File: src/rtl/uart_wb_tx.sv
// uart_wb_tx: Wishbone-attached 8N1 UART transmitter with a power-of-two
// transmit FIFO and a 16-bit down-counting baud timer.
//
// state  | meaning
// -------+-----------------------------------------------------------
// IDLE   | line high, waiting for a byte in the FIFO
// START  | start bit (line low) for CLK_DIV cycles
// DATA   | 8 data bits, LSB first, CLK_DIV cycles each
// STOP   | stop bit (line high); chains straight into START if FIFO non-empty
module uart_wb_tx #(
    parameter int CLK_DIV    = 139,
    parameter int FIFO_DEPTH = 16
) (
    input  logic        wb_clk,
    input  logic        wb_rst,
    input  logic        i_wb_adr,
    input  logic [31:0] i_wb_dat,
    input  logic        i_wb_we,
    input  logic        i_wb_cyc,
    output logic [31:0] o_wb_rdt,
    output logic        o_wb_ack,
    output logic        o_tx
);

    localparam int          AW          = $clog2(FIFO_DEPTH);
    localparam int          LVL_W       = AW + 1;
    localparam logic [15:0] BAUD_RELOAD = 16'(CLK_DIV - 1);

    typedef enum logic [1:0] {
        S_IDLE  = 2'd0,
        S_START = 2'd1,
        S_DATA  = 2'd2,
        S_STOP  = 2'd3
    } state_t;

    // FSM / serializer state
    state_t      state_q, state_d;
    logic [15:0] cnt_q, cnt_d;
    logic [2:0]  bit_q, bit_d;
    logic [7:0]  shift_q, shift_d;
    logic        tx_q, tx_d;
    logic        pop;

    // FIFO state
    logic [7:0]       mem_q [FIFO_DEPTH];
    logic [AW-1:0]    wr_ptr_q, wr_ptr_d;
    logic [AW-1:0]    rd_ptr_q, rd_ptr_d;
    logic [LVL_W-1:0] level_q, level_d;
    logic             fifo_empty, fifo_full;
    logic [7:0]       fifo_rd_data;
    logic             push;

    // Bus state
    logic        ack_q, ack_d;
    logic [31:0] rdt_q, rdt_d;
    logic        ovf_q, ovf_d;
    logic        bus_req, wr_data, rd_status, ovf_set;
    logic [31:0] status;

    // Only the low byte of write data is meaningful.
    logic unused_dat;
    assign unused_dat = ^i_wb_dat[31:8];

    assign fifo_empty   = (level_q == '0);
    assign fifo_full    = (level_q == LVL_W'(FIFO_DEPTH));
    assign fifo_rd_data = mem_q[rd_ptr_q];

    // A request is serviced on the edge after it is seen with ack low,
    // so a held cyc can never produce two consecutive ack cycles.
    assign bus_req   = i_wb_cyc & ~ack_q;
    assign wr_data   = bus_req & i_wb_we & ~i_wb_adr;
    assign rd_status = bus_req & ~i_wb_we & i_wb_adr;

    // A pop in the same cycle frees a slot, so a write to a full FIFO is
    // still accepted when the FSM is taking a byte out.
    assign push    = wr_data & (~fifo_full | pop);
    assign ovf_set = wr_data & fifo_full & ~pop;

    // FSM state register
    always_ff @(posedge wb_clk or posedge wb_rst) begin
        if (wb_rst) begin
            state_q <= S_IDLE;
            cnt_q   <= BAUD_RELOAD;
            bit_q   <= '0;
            shift_q <= '0;
            tx_q    <= 1'b1;
        end else begin
            state_q <= state_d;
            cnt_q   <= cnt_d;
            bit_q   <= bit_d;
            shift_q <= shift_d;
            tx_q    <= tx_d;
        end
    end

    // FSM next-state: baud timer counts down and reloads on every state or bit change
    always_comb begin
        state_d = state_q;
        cnt_d   = cnt_q - 16'd1;
        bit_d   = bit_q;
        shift_d = shift_q;
        pop     = 1'b0;
        case (state_q)
            S_IDLE: begin
                cnt_d = BAUD_RELOAD;
                if (!fifo_empty) begin
                    pop     = 1'b1;
                    shift_d = fifo_rd_data;
                    state_d = S_START;
                end
            end
            S_START: begin
                if (cnt_q == '0) begin
                    cnt_d   = BAUD_RELOAD;
                    bit_d   = '0;
                    state_d = S_DATA;
                end
            end
            S_DATA: begin
                if (cnt_q == '0) begin
                    cnt_d = BAUD_RELOAD;
                    if (bit_q == 3'd7) begin
                        state_d = S_STOP;
                    end else begin
                        bit_d   = bit_q + 3'd1;
                        shift_d = {1'b0, shift_q[7:1]};
                    end
                end
            end
            S_STOP: begin
                if (cnt_q == '0) begin
                    cnt_d = BAUD_RELOAD;
                    if (!fifo_empty) begin
                        pop     = 1'b1;
                        shift_d = fifo_rd_data;
                        state_d = S_START;
                    end else begin
                        state_d = S_IDLE;
                    end
                end
            end
            default: begin
                cnt_d   = BAUD_RELOAD;
                state_d = S_IDLE;
            end
        endcase
    end

    // FSM output: line level is registered from the next state so it changes
    // on the same edge as the state and never glitches.
    always_comb begin
        tx_d = 1'b1;
        case (state_d)
            S_START: tx_d = 1'b0;
            S_DATA:  tx_d = shift_d[0];
            default: tx_d = 1'b1;
        endcase
    end

    // Status word; with a 256-deep FIFO the level field wraps to 0 when full,
    // the full bit tells the two cases apart.
    always_comb begin
        status       = '0;
        status[0]    = fifo_empty & (state_q == S_IDLE);
        status[1]    = fifo_full;
        status[2]    = ovf_q;
        status[15:8] = 8'(level_q);
    end

    // Bus and FIFO bookkeeping next values; overflow set wins over read-clear
    always_comb begin
        ack_d    = bus_req;
        rdt_d    = rd_status ? status : '0;
        ovf_d    = ovf_set ? 1'b1 : (rd_status ? 1'b0 : ovf_q);
        wr_ptr_d = push ? wr_ptr_q + AW'(1) : wr_ptr_q;
        rd_ptr_d = pop  ? rd_ptr_q + AW'(1) : rd_ptr_q;
        level_d  = level_q;
        if (push && !pop) begin
            level_d = level_q + LVL_W'(1);
        end else if (pop && !push) begin
            level_d = level_q - LVL_W'(1);
        end
    end

    // Bus and FIFO pointer registers
    always_ff @(posedge wb_clk or posedge wb_rst) begin
        if (wb_rst) begin
            ack_q    <= 1'b0;
            rdt_q    <= '0;
            ovf_q    <= 1'b0;
            wr_ptr_q <= '0;
            rd_ptr_q <= '0;
            level_q  <= '0;
        end else begin
            ack_q    <= ack_d;
            rdt_q    <= rdt_d;
            ovf_q    <= ovf_d;
            wr_ptr_q <= wr_ptr_d;
            rd_ptr_q <= rd_ptr_d;
            level_q  <= level_d;
        end
    end

    // FIFO storage; contents need no reset since level gates every read
    always_ff @(posedge wb_clk) begin
        if (push) begin
            mem_q[wr_ptr_q] <= i_wb_dat[7:0];
        end
    end

    assign o_wb_ack = ack_q;
    assign o_wb_rdt = rdt_q;
    assign o_tx     = tx_q;

endmodule

File: config.mk
export PLATFORM = sky130hd
export DESIGN_NAME = uart_wb_tx
export DESIGN_NICKNAME = d
export VERILOG_FILES = /design/src/rtl/uart_wb_tx.sv
export SDC_FILE = /design/constraint.sdc
export NUM_CORES = 1
export LEC_CHECK = 0
export CAP_MARGIN = 30
export CORE_UTILIZATION = 49
export CTS_CLUSTER_SIZE = 10
export DETAILED_ROUTE_END_ITERATION = 7
export PLACE_DENSITY = 0.67
export REMOVE_ABC_BUFFERS = 1
export SYNTH_ARGS = -nofsm -noshare
export SYNTH_HDL_FRONTEND = slang
export SYNTH_SLANG_ARGS = --single-unit
File: constraint.sdc
create_clock -name wb_clk -period 9.27 [get_ports wb_clk]
set_clock_uncertainty 0.15 [all_clocks]
set_input_delay 1.854 -clock wb_clk [delete_from_list [all_inputs] [get_ports wb_clk]]
set_output_delay 1.854 -clock wb_clk [all_outputs]
set_load 0.01 [all_outputs]
Fig. 1: wiring by layer
Drawn at 3 px/µm. Only two layers are drawn.
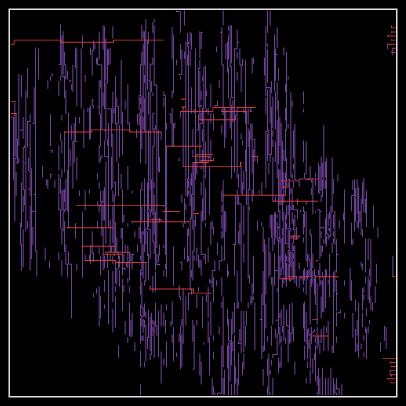
legend:
  red:
    layer: met3
    wire_length: 436 µm
  purple:
    layer: met2
    wire_length: 7020 µm

Fig. 2: a small window of the routed layout
Region (49, 49) to (79, 79) µm. Cells in grey, sequential cells in the stronger grey; small squares are vias.
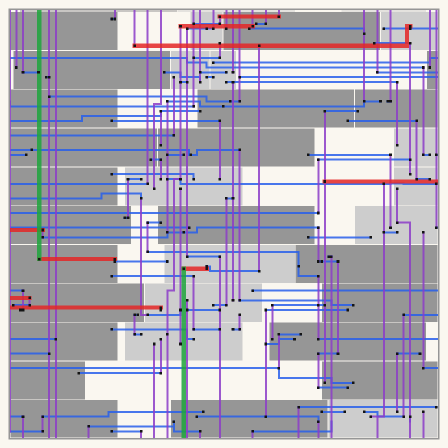
legend:
  green:
    layer: met4
  purple:
    layer: met2
  blue:
    layer: met1
  red:
    layer: met3
netlist names of flops here include: mem_q (20)
cells with their middle in the window: 29
sequential cells in the window: 20
most frequent: edfxtp_1 (20), mux4_2 (5)

==> run notes <==
yosys + openroad results -> R2R Path End=level_q[4], metal1 wirelength=6440 µm, # port buffers=22, clock buf count=17, clock slew at reported path FFs=70 ps, min-delay src=cnt_q[0], std cell rows=45, Bufs and invs on worst path=2, Slew Limit Headroom=0.392, Logic power comb=0.608 mW, vias=4122, inverters=13, status=completed, GRT overflow=0, combinational share of power=0.254, metal2 WL=7020 µm, Flops=181, core area=15400 µm², DR top layer=met4, final wirelength=14100 µm, Commonest cells post-synth=edfxtp_1, dfrtp_1, mux4_2, die height=129 µm, final setup violation count=0, Pwr Total=2.39 mW, Non-clock buffers=28, cells along the critical path=clkdlybuf4s50_1 > nor2b_1 > nand3b_1 > nor2_2 > ha_1 > inv_1 > fa_1 > a21o_1 > a21oi_1 > xnor2_1 > nor2_1 > xor2_1, Largest area class, layout=sequential cells, crit end category=flop, P&R area growth vs syn=12.2%, ys flops=181, FILL cells=1203, Multi-In Gates=287, Hold Vio Cnt, Final=0, most frequent cells in the layout=edfxtp_1, dfrtp_1, mux4_2, nor2_1, nand2_1, # Cells Yosys=503, top flop regs=mem_q (128), cnt_q (16), CP delay by family, top=simple AND/OR/NAND/NOR gates, number of flip-flops in the largest register=128, clock tree from TritonCTS=built, setup bufs post-CTS=0, Largest cells by area=edfxtp_1, dfrtp_1, mux4_2, FP Util=0.510, r2r worst-path depth=15, H-tree levels=4, pwr dens=271 nW/µm², CP required=9430 ps, fmax=230 MHz, Yosys top cell by area=edfxtp_1, Peak VDD IR=0.000147 V, n_diodes=0, critical path class=input port to flop, Worst Tran Pin Value=909 ps, P_seq=1.05 mW, Arrival @ worst endpoint=4510 ps, Max power group=registers, first-pass GRT wire length=22700 µm, Tot GR Track Use=0.189, Leak=3.16 nW, met3 WL post-DR=436 µm, I/O pin count=71, Avg WL per Cell=18.7 µm, Worst Setup SP=i_wb_cyc, Final Cycle Share=0.469, sequential share of cell area=0.587, initial antenna violation count=0, Power Internal=1.62 mW, hold worst-path end=cnt_q[0], RSZ-0062 raised after global routing=false, largest net degree at the start of global routing=54, Seq share, synth=0.658, total CTS buffers=17, clk buf depth=2, vias in the first global route=4146, worst setup path endpoint=level_q[4], Final Max Slew Viols=0, Most flops, register=mem_q, NonClk Buf Share=0.0300, TAP cells=211, Seq pwr share=0.439, later-pin clock latency in the skew report=440 ps, Commonest flop=edfxtp_1, mapped cell area=7870 µm², Post-Syn Area per Cell=15.6 µm², worst-path maximum fanout=9, EDFF count, synth=128, Die ar.=16600 µm², number of remaining DRC errors=0, R2R setup slack=5230 ps, Clock Power=0.734 mW, Placer Congestion=0.768, Slowest-stage cell, CP=clkdlybuf4s50_1, count leader, synth=edfxtp_1, asr flop ratio synth=0.293, Distinct cells, synth=57, Sw Pwr=0.767 mW, Mapped Cells=503, Root Driver=clkbuf_16, Worst R2R Start=cnt_q[0], Post-CTS Hold Buffers=0, die span in x=129 µm, Yosys Chip Area=7870 µm², Setup crit start kind=input port, cell depth of the worst setup path=12, post-route minimum period=4350 ps, logic area=2450 µm², yosys warns=0, max-cap violation count=0, hpwl dp=9100 µm, WHS Path Cells=1, HP Class=flop to flop, storage element area=5180 µm², share of layout cells above drive strength 1=0.187, placed cells=720, Top cell area share=0.489, Crit path largest cell delay=450 ps, post-CTS sizing=0, DRT Pass-1 Iters=5, clk sinks=181, Nets=583, Detailed Route Iter0 Violations=353
Fig. 3: logic cells by family
Drawn at 3 px/µm.
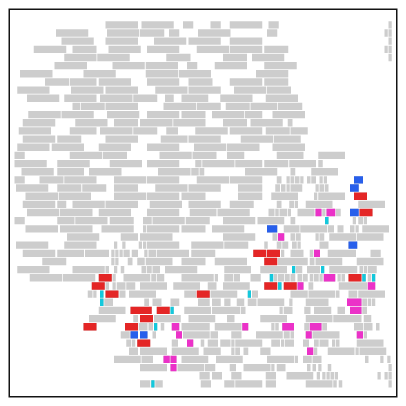
legend:
  magenta:
    family: AND and OR gates
    cells: 21
    most_used: and2_1
  cyan:
    family: inverters
    cells: 13
    most_used: inv_1
  red:
    family: adder and majority cells
    cells: 18
    most_used: ha_1
  blue:
    family: AND-OR and OR-AND gates
    cells: 7
    most_used: a22o_1
top logic cell by instance count in the layout: edfxtp_1
fin cells: 752
Comb/total area: 0.277

[cells by family after synthesis]
kind of cell / synth area share
buffers and inverters: 0.0418
adder cells (fa/ha/maj): 0.0296
AND-OR/OR-AND: 0.0394
AND/OR/NAND/NOR: 0.0905
flip-flops: 0.658
XOR/XNOR: 0.0245
other: 0.000477
multiplexers: 0.116
[stage by stage]
step | util | instance area (µm²) | hold slack, ps | setup WS [ps]
detailed placement | 0.532 | 8200 | 297 | 4480
finish | 0.572 | 8830 | 307 | 4920
global placement | 0.532 | 8200 | 289 | 4550
floorplan | - | 7670 | 269 | 5260
global route | 0.572 | 8830 | 325 | 4770
CTS | 0.572 | 8830 | 306 | 4920
[per-layer routing]
metal,track usage,vias to the layer above
met5,0,-
met1,0.259,2101
met4,0.0664,0
met3,0.0399,13
li1,-,1910
met2,0.302,98
Power figures rest on the tool's default switching activity, not on a simulated workload.
